===== src/rtl/heap_pkg.sv =====
// Shared definitions for the top-K heap and its feed controller: word flag
// codes, sentinel word constructors, key comparators and the feeder states.
package heap_pkg;

    localparam int HEAP_DATA_W = 16;
    localparam int HEAP_KEY_W  = 4;

    // Two MSBs of every heap word carry a flag; only NORMAL is a real record.
    localparam logic [1:0] FLAG_NORMAL = 2'b00;
    localparam logic [1:0] FLAG_MIN    = 2'b01;
    localparam logic [1:0] FLAG_MAX    = 2'b11;

    typedef enum logic [2:0] {
        ST_IDLE,
        ST_INIT,
        ST_COLLECT,
        ST_BURST,
        ST_GAP,
        ST_FLUSH,
        ST_DONE
    } feed_state_t;

    // Sentinel the heap is filled with on init: larger than any real record.
    function automatic logic [HEAP_DATA_W-1:0] INIT_DATA();
        return {FLAG_MAX, {(HEAP_DATA_W-2){1'b0}}};
    endfunction

    // Sentinel pushed during flush: smaller than any real record.
    function automatic logic [HEAP_DATA_W-1:0] FLUSH_DATA();
        return {FLAG_MIN, {(HEAP_DATA_W-2){1'b0}}};
    endfunction

    // Flags order MIN < NORMAL < MAX; keys break ties between equal flags.
    function automatic logic [1:0] flag_rank(input logic [1:0] f);
        case (f)
            FLAG_MIN: return 2'd0;
            FLAG_MAX: return 2'd2;
            default:  return 2'd1;
        endcase
    endfunction

    function automatic logic cmp_lt(input logic [HEAP_DATA_W-1:0] a,
                                    input logic [HEAP_DATA_W-1:0] b);
        logic [1:0] ra;
        logic [1:0] rb;
        ra = flag_rank(a[HEAP_DATA_W-1 -: 2]);
        rb = flag_rank(b[HEAP_DATA_W-1 -: 2]);
        if (ra != rb) return ra < rb;
        return a[HEAP_KEY_W-1:0] < b[HEAP_KEY_W-1:0];
    endfunction

    function automatic logic cmp_lte(input logic [HEAP_DATA_W-1:0] a,
                                     input logic [HEAP_DATA_W-1:0] b);
        return !cmp_lt(b, a);
    endfunction

endpackage


===== src/rtl/feed_fifo.sv =====
// Synchronous FIFO with registered read data. Pushes when full and pops when
// empty are dropped. Read data updates only on a pop and holds otherwise.
module feed_fifo
    import heap_pkg::*;
#(
    parameter int DEPTH = 16,
    parameter int WIDTH = 16
) (
    input  logic                     clk,
    input  logic                     rst,
    input  logic                     i_push,
    input  logic [WIDTH-1:0]         i_din,
    input  logic                     i_pop,
    output logic [WIDTH-1:0]         o_dout,
    output logic [$clog2(DEPTH):0]   o_count,
    output logic                     o_full,
    output logic                     o_empty
);

    localparam int AW = $clog2(DEPTH);

    logic [WIDTH-1:0] r_mem [DEPTH];
    logic [AW-1:0]    r_wr_ptr;
    logic [AW-1:0]    r_rd_ptr;
    logic [AW:0]      r_count;
    logic [WIDTH-1:0] r_dout;
    logic             w_push;
    logic             w_pop;

    assign o_full  = (r_count == (AW+1)'(DEPTH));
    assign o_empty = (r_count == '0);
    assign o_count = r_count;
    assign o_dout  = r_dout;
    assign w_push  = i_push & ~o_full;
    assign w_pop   = i_pop & ~o_empty;

    // Storage array: data only, no reset needed.
    always_ff @(posedge clk) begin
        if (w_push) r_mem[r_wr_ptr] <= i_din;
    end

    // Pointers (wrap naturally at power-of-two depth), occupancy and read data.
    always_ff @(posedge clk or posedge rst) begin
        if (rst) begin
            r_wr_ptr <= '0;
            r_rd_ptr <= '0;
            r_count  <= '0;
            r_dout   <= '0;
        end else begin
            if (w_push) r_wr_ptr <= r_wr_ptr + 1'b1;
            if (w_pop) begin
                r_rd_ptr <= r_rd_ptr + 1'b1;
                r_dout   <= r_mem[r_rd_ptr];
            end
            case ({w_push, w_pop})
                2'b10:   r_count <= r_count + 1'b1;
                2'b01:   r_count <= r_count - 1'b1;
                default: r_count <= r_count;
            endcase
        end
    end

endmodule


===== src/rtl/heap_feed_ctrl.sv =====
// Feeds scored records into the top-K heap: packs them as normal-flag words,
// buffers them, and replays them in bounded bursts separated by idle gaps so
// the heap's overflow FIFOs can drain. Each frame is framed by init and flush.
module heap_feed_ctrl
    import heap_pkg::*;
#(
    parameter int DATA_WIDTH   = 16,
    parameter int KEY_WIDTH    = 4,
    parameter int BUF_DEPTH    = 16,
    parameter int BURST_LEN    = 8,
    parameter int GAP_CYCLES   = 8,
    parameter int INIT_CYCLES  = 64,
    parameter int FLUSH_CYCLES = 136
) (
    input  logic                            clk,
    input  logic                            rst,
    input  logic                            frame_start,
    input  logic                            frame_end,
    input  logic                            s_valid,
    output logic                            s_ready,
    input  logic [KEY_WIDTH-1:0]            s_key,
    input  logic [DATA_WIDTH-2-KEY_WIDTH-1:0] s_payload,
    output logic [DATA_WIDTH-1:0]           heap_din,
    output logic                            heap_en,
    output logic                            heap_init,
    output logic                            heap_flush,
    output logic                            busy,
    output logic                            frame_done,
    output logic [15:0]                     feat_cnt
);

    localparam int CW  = $clog2(BUF_DEPTH) + 1;
    localparam int BCW = $clog2(BURST_LEN + 1);

    feed_state_t           r_state;
    feed_state_t           w_next;
    logic [15:0]           r_wait;
    logic [BCW-1:0]        r_burst_cnt;
    logic                  r_fes;
    logic [15:0]           r_feat_cnt;
    logic                  r_pop_d;
    logic                  r_heap_en;
    logic [DATA_WIDTH-1:0] r_heap_din;
    logic                  r_heap_init;
    logic                  r_heap_flush;
    logic                  r_busy;
    logic                  r_frame_done;

    logic                  w_ready;
    logic                  w_push;
    logic                  w_pop;
    logic                  w_last_pop;
    logic [DATA_WIDTH-1:0] w_word;
    logic [DATA_WIDTH-1:0] w_fifo_dout;
    logic [CW-1:0]         w_count;
    logic                  w_full;
    logic                  w_empty;

    assign w_word  = {FLAG_NORMAL, s_payload, s_key};
    assign w_ready = (r_state inside {ST_INIT, ST_COLLECT, ST_BURST, ST_GAP}) && !w_full;
    assign w_push  = s_valid & w_ready;
    // A burst ends at its length cap, or on the pop that would leave the
    // buffer empty (a simultaneous push keeps it non-empty).
    assign w_last_pop = (r_burst_cnt == BCW'(BURST_LEN - 1)) ||
                        ((w_count == CW'(1)) && !w_push);

    assign s_ready    = w_ready;
    assign heap_din   = r_heap_din;
    assign heap_en    = r_heap_en;
    assign heap_init  = r_heap_init;
    assign heap_flush = r_heap_flush;
    assign busy       = r_busy;
    assign frame_done = r_frame_done;
    assign feat_cnt   = r_feat_cnt;

    feed_fifo #(
        .DEPTH (BUF_DEPTH),
        .WIDTH (DATA_WIDTH)
    ) u_fifo (
        .clk     (clk),
        .rst     (rst),
        .i_push  (w_push),
        .i_din   (w_word),
        .i_pop   (w_pop),
        .o_dout  (w_fifo_dout),
        .o_count (w_count),
        .o_full  (w_full),
        .o_empty (w_empty)
    );

    // Next-state and pop decision.
    always_comb begin
        w_next = r_state;
        w_pop  = 1'b0;
        case (r_state)
            ST_IDLE:    if (frame_start) w_next = ST_INIT;
            ST_INIT:    if (r_wait == 16'(INIT_CYCLES - 1)) w_next = ST_COLLECT;
            ST_COLLECT: begin
                if (w_count >= CW'(BURST_LEN))        w_next = ST_BURST;
                else if (r_fes && (w_count != '0))    w_next = ST_BURST;
                else if (r_fes)                       w_next = ST_FLUSH;
            end
            ST_BURST: begin
                w_pop = !w_empty;
                if (w_empty || w_last_pop) w_next = ST_GAP;
            end
            ST_GAP:     if (r_wait == 16'(GAP_CYCLES - 1)) w_next = ST_COLLECT;
            ST_FLUSH:   if (r_wait == 16'(FLUSH_CYCLES - 1)) w_next = ST_DONE;
            ST_DONE:    w_next = ST_IDLE;
            default:    w_next = ST_IDLE;
        endcase
    end

    // State register plus the per-state wait and burst counters.
    always_ff @(posedge clk or posedge rst) begin
        if (rst) begin
            r_state     <= ST_IDLE;
            r_wait      <= '0;
            r_burst_cnt <= '0;
        end else begin
            r_state <= w_next;
            if (w_next != r_state)                            r_wait <= '0;
            else if (r_state inside {ST_INIT, ST_GAP, ST_FLUSH}) r_wait <= r_wait + 1'b1;
            if (r_state != ST_BURST) r_burst_cnt <= '0;
            else if (w_pop)          r_burst_cnt <= r_burst_cnt + 1'b1;
        end
    end

    // Frame bookkeeping: frame_end latch and saturating accepted-word count.
    always_ff @(posedge clk or posedge rst) begin
        if (rst) begin
            r_fes      <= 1'b0;
            r_feat_cnt <= '0;
        end else if (r_state == ST_IDLE && w_next == ST_INIT) begin
            r_fes      <= 1'b0;
            r_feat_cnt <= '0;
        end else begin
            if (frame_end && (r_state inside {ST_INIT, ST_COLLECT, ST_BURST, ST_GAP}))
                r_fes <= 1'b1;
            if (w_push && (r_feat_cnt != 16'hFFFF))
                r_feat_cnt <= r_feat_cnt + 1'b1;
        end
    end

    // Registered heap-side outputs. The popped word appears one cycle after
    // the FIFO read register, so heap_din is zero whenever heap_en is low.
    always_ff @(posedge clk or posedge rst) begin
        if (rst) begin
            r_pop_d      <= 1'b0;
            r_heap_en    <= 1'b0;
            r_heap_din   <= '0;
            r_heap_init  <= 1'b0;
            r_heap_flush <= 1'b0;
            r_busy       <= 1'b0;
            r_frame_done <= 1'b0;
        end else begin
            r_pop_d      <= w_pop;
            r_heap_en    <= r_pop_d;
            r_heap_din   <= r_pop_d ? w_fifo_dout : '0;
            r_heap_init  <= (r_state != ST_INIT)  && (w_next == ST_INIT);
            r_heap_flush <= (r_state != ST_FLUSH) && (w_next == ST_FLUSH);
            r_busy       <= (w_next != ST_IDLE);
            r_frame_done <= (w_next == ST_DONE);
        end
    end

endmodule

===== config.mk =====
export PLATFORM = sky130hd
export DESIGN_NAME = heap_feed_ctrl
export DESIGN_NICKNAME = d
export VERILOG_FILES = /design/src/rtl/heap_pkg.sv /design/src/rtl/feed_fifo.sv /design/src/rtl/heap_feed_ctrl.sv
export SDC_FILE = /design/constraint.sdc
export NUM_CORES = 1
export LEC_CHECK = 0
export ABC_AREA = 0
export CAP_MARGIN = 40
export CELL_PAD_IN_SITES_DETAIL_PLACEMENT = 1
export CELL_PAD_IN_SITES_GLOBAL_PLACEMENT = 1
export CORE_UTILIZATION = 59
export CTS_BUF_LIST = sky130_fd_sc_hd__clkbuf_8
export DETAILED_ROUTE_END_ITERATION = 8
export PLACE_DENSITY_LB_ADDON = 0.1
export SETUP_SLACK_MARGIN = 0.15
export SYNTH_ARGS = -nofsm -noshare
export SYNTH_HDL_FRONTEND = slang
export SYNTH_HIERARCHICAL = 1
export SYNTH_SLANG_ARGS = --single-unit

===== constraint.sdc =====
create_clock -name clk -period 4.6 [get_ports clk]
set_input_delay 1.15 -clock clk [delete_from_list [all_inputs] [get_ports clk]]
set_output_delay 1.15 -clock clk [all_outputs]
set_load 0.01 [all_outputs]

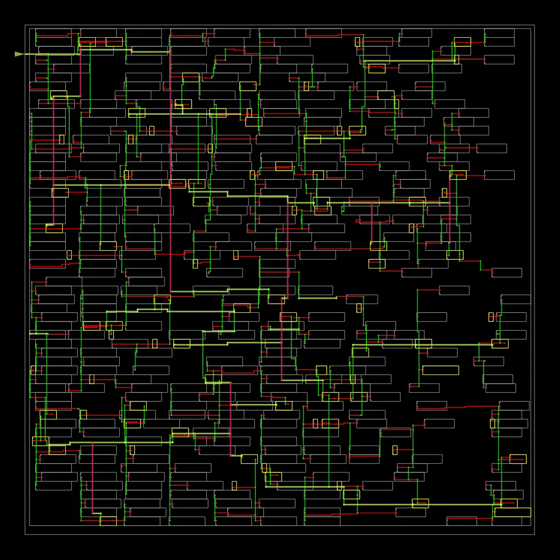
(images/clocks.png)
CTS sink cnt: 347
clock-net power: 2.35 mW

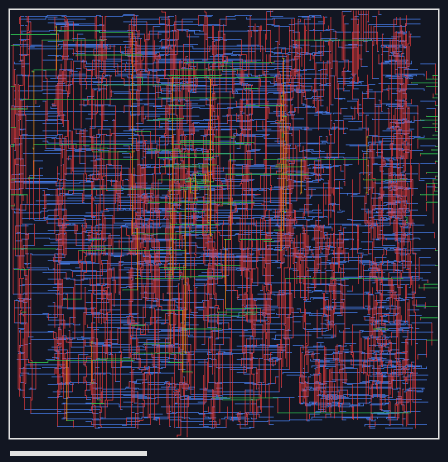
(images/wires.png)
The bar under the picture is 50 um long.
legend:
  metal 3:
    colour: green
    wire_length: 1,570 um
  metal 2:
    colour: red
    wire_length: 16,000 um
  metal 4:
    colour: orange
    wire_length: 732 um
  metal 1:
    colour: blue
    wire_length: 13,100 um

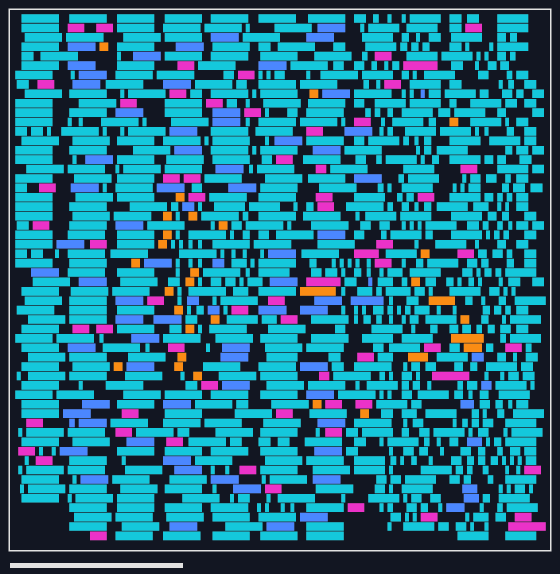
(images/sizes.png)
The bar under the picture is 50 um long.
legend:
  _3 and _4 cells:
    colour: orange
    cells: 30
    share: 3.0%
    most_used: buf_4
  _6 and larger:
    colour: magenta
    cells: 63
    share: 6.3%
    most_used: clkbuf_8
  _2 cells:
    colour: blue
    cells: 80
    share: 8.0%
    most_used: mux4_2
  _0 and _1 cells:
    colour: cyan
    cells: 822
    share: 83%
    most_used: edfxtp_1

[synthesized netlist by cell type (13+ instances only)]
master    instances
and2_1           18
dfrtp_1          91
edfxtp_1        256
inv_1            18
mux2i_1          20
mux4_2           65
nand2_1          66
nor2_1           48
nor3_1           13
o21ai_1          18
o221ai_1         15
xnor2_1          20
xor2_1           14
[registers in the layout, indices dropped and copies added, names as in the netlist, 3 cells and up]
| name | flops |
|---|---|
| feat_cnt | 16 |
| heap_din | 16 |
| r_burst_cnt | 4 |
| r_state | 3 |
| r_wait | 16 |
| u_fifo/o_count | 5 |
| u_fifo/o_dout | 16 |
| u_fifo/r_mem | 256 |
| u_fifo/r_rd_ptr | 4 |
| u_fifo/r_wr_ptr | 4 |
==> run notes <==
impl run done, here's what came out: antenna cells=0, XOR Share, Synth=2.12%, drt pass-1 iters=5, met1 Use GR=37.4%, Register-to-Register Path Depth=12, Global Route Usage Sum=27.5%, clock share of power=37.3%, fill count=2,062, ys cells=823, Min-Delay Path Class=reg -> reg, # clk buffers=56, worst-margin pin slew=0.827 ns, Seq/total area=61.7%, final wirelength=31.5 mm, WHS Endpoint=u_fifo/o_dout[4], register area=9970 um^2, hold path depth=2, root buffer cell=clkbuf_8, number of global-route vias before repair=8,385, detailed placer's ending HPWL=20.7 mm, internal power=4.83 mW, DP Worst Slack=0.551 ns, Comb. pwr=350 uW, FF-to-FF End=u_fifo/o_count[4], Post-Synthesis Cells=823, aoi share=3.67%, Final Power=6.29 mW, comb_multi_in=452, pin count of the biggest net entering global routing=42, flop count=347, row cnt=56, wire length on met1=13.1 mm, crit path to=u_fifo/o_count[4], ys flops=347, combinational share of cell area=24.2%, FF-to-FF Start=u_fifo/o_count[0], Via Count=7,764, Via density=5.91, grt total ovfl=0, tool warnings=29, Slew HR=44.6%, die height=156 um, final net count=991, antenna violations before repair=0, slowest CP cell=or4_1, Seq share, synth=71.1%, clock skew=0.0204 ns, yosys adder share=1.21%, WHS=0.479 ns, Sw Share=23.1%, placed insts=1,221, Non-clk invs=19, leading area contributor after synthesis=edfxtp_1, hold_sp=u_fifo/o_dout[4], worst vdd ir=294 uV, Hold Vio Cnt, Final=0, Comb power frac=5.6%, Top Metal Used=met4, Reg power frac=57.1%, Signal buffers=84, met2 usage=45.8%, most frequent cells in the layout=edfxtp_1, dfrtp_1, nand2_1, Post-synth EDFFs=256, Max FO, Critical Path=34, Worst EP required=5.03 ns, area grow syn2layout=15.2%, # IOs=57, CP Data Arrival Time=4.25 ns, routability congestion estimate=0.849, Tmin final=3.82 ns, worst-skew pair later-pin latency=0.57 ns, final instance area=16,200 um^2, period utilisation layout=83.1%, Mux area share=11.9%, largest power group=registers, Pins Over Slew Limit=0, Leak=5.68 nW, placed inst area=15,200 um^2, layout cell share with drive strength beyond 1=17.4%, Top cell area share=54.8%, H-tree depth=2, cells along the critical path=or4_1 -> nor2_1 -> nor2_1 -> o21ai_4 -> inv_2 -> ha_1 -> ha_1 -> nor2b_1 -> o21ai_1 -> a21oi_1 -> or3b_1 -> xnor2_1, commonest non-fill, non-tap cell in the layout=edfxtp_1, Routed WL per cell=24.0 um, Synth cell types=60, Max Freq=0.262 GHz, AND/OR/NAND/NOR Cells, Area Fraction=8.04%, die width=156 um, FP Util=59.9%, CTS tree=yes, setup TNS=0 ns, Async S/R FF share, synth=26.2%, Worst path max stage delay=0.62 ns, crit path from=u_fifo/o_count[0], Detail Route Antenna Nets=0, Final setup viols=0, first-pass GRT wire length=48.9 mm, Reg clk slew, reported paths=0.06 ns, Chip Area, Yosys=14,000 um^2, Dominant flop cell=edfxtp_1, core footprint=23,400 um^2, clock buffer depth=3, pwr dens=389 nW/um^2, DR DRC count=0, Top Usage Layer GRT=met2, dominant kind of cell by area=registers, R2R Setup Slk=0.78 ns, CP Launch Type=register, well tap count=319, post-CTS setup repair buffer count=0, number of CTS-inserted buffers=55, non-clk buf share=5.10%, Critical Setup Path Class=reg -> reg, number of port buffers=56, MaxCap Viol Count=0, Flop+latch power=3.59 mW, CTS hold repair buffers=0, M3 GR Usage=4.44%, Worst path depth=12, Mapped Area=14,000 um^2, Worst Setup End Kind=register, met3 WL=1.57 mm, synth top area cells=edfxtp_1, dfrtp_1, mux4_2, WL met2=16.0 mm, post-cts repair resize count=0, syn avg cell area=17.0 um^2, min setup slack post-route=0.779 ns, status=finished, final reports clean, post-layout util=69.0%, worst path buffer plus inverter count=1, Chip Area=24,400 um^2, fraction of area in clock buffers and inverters=6.03%, YS warnings=6
Power figures rest on the tool's default switching activity, not on a simulated workload.
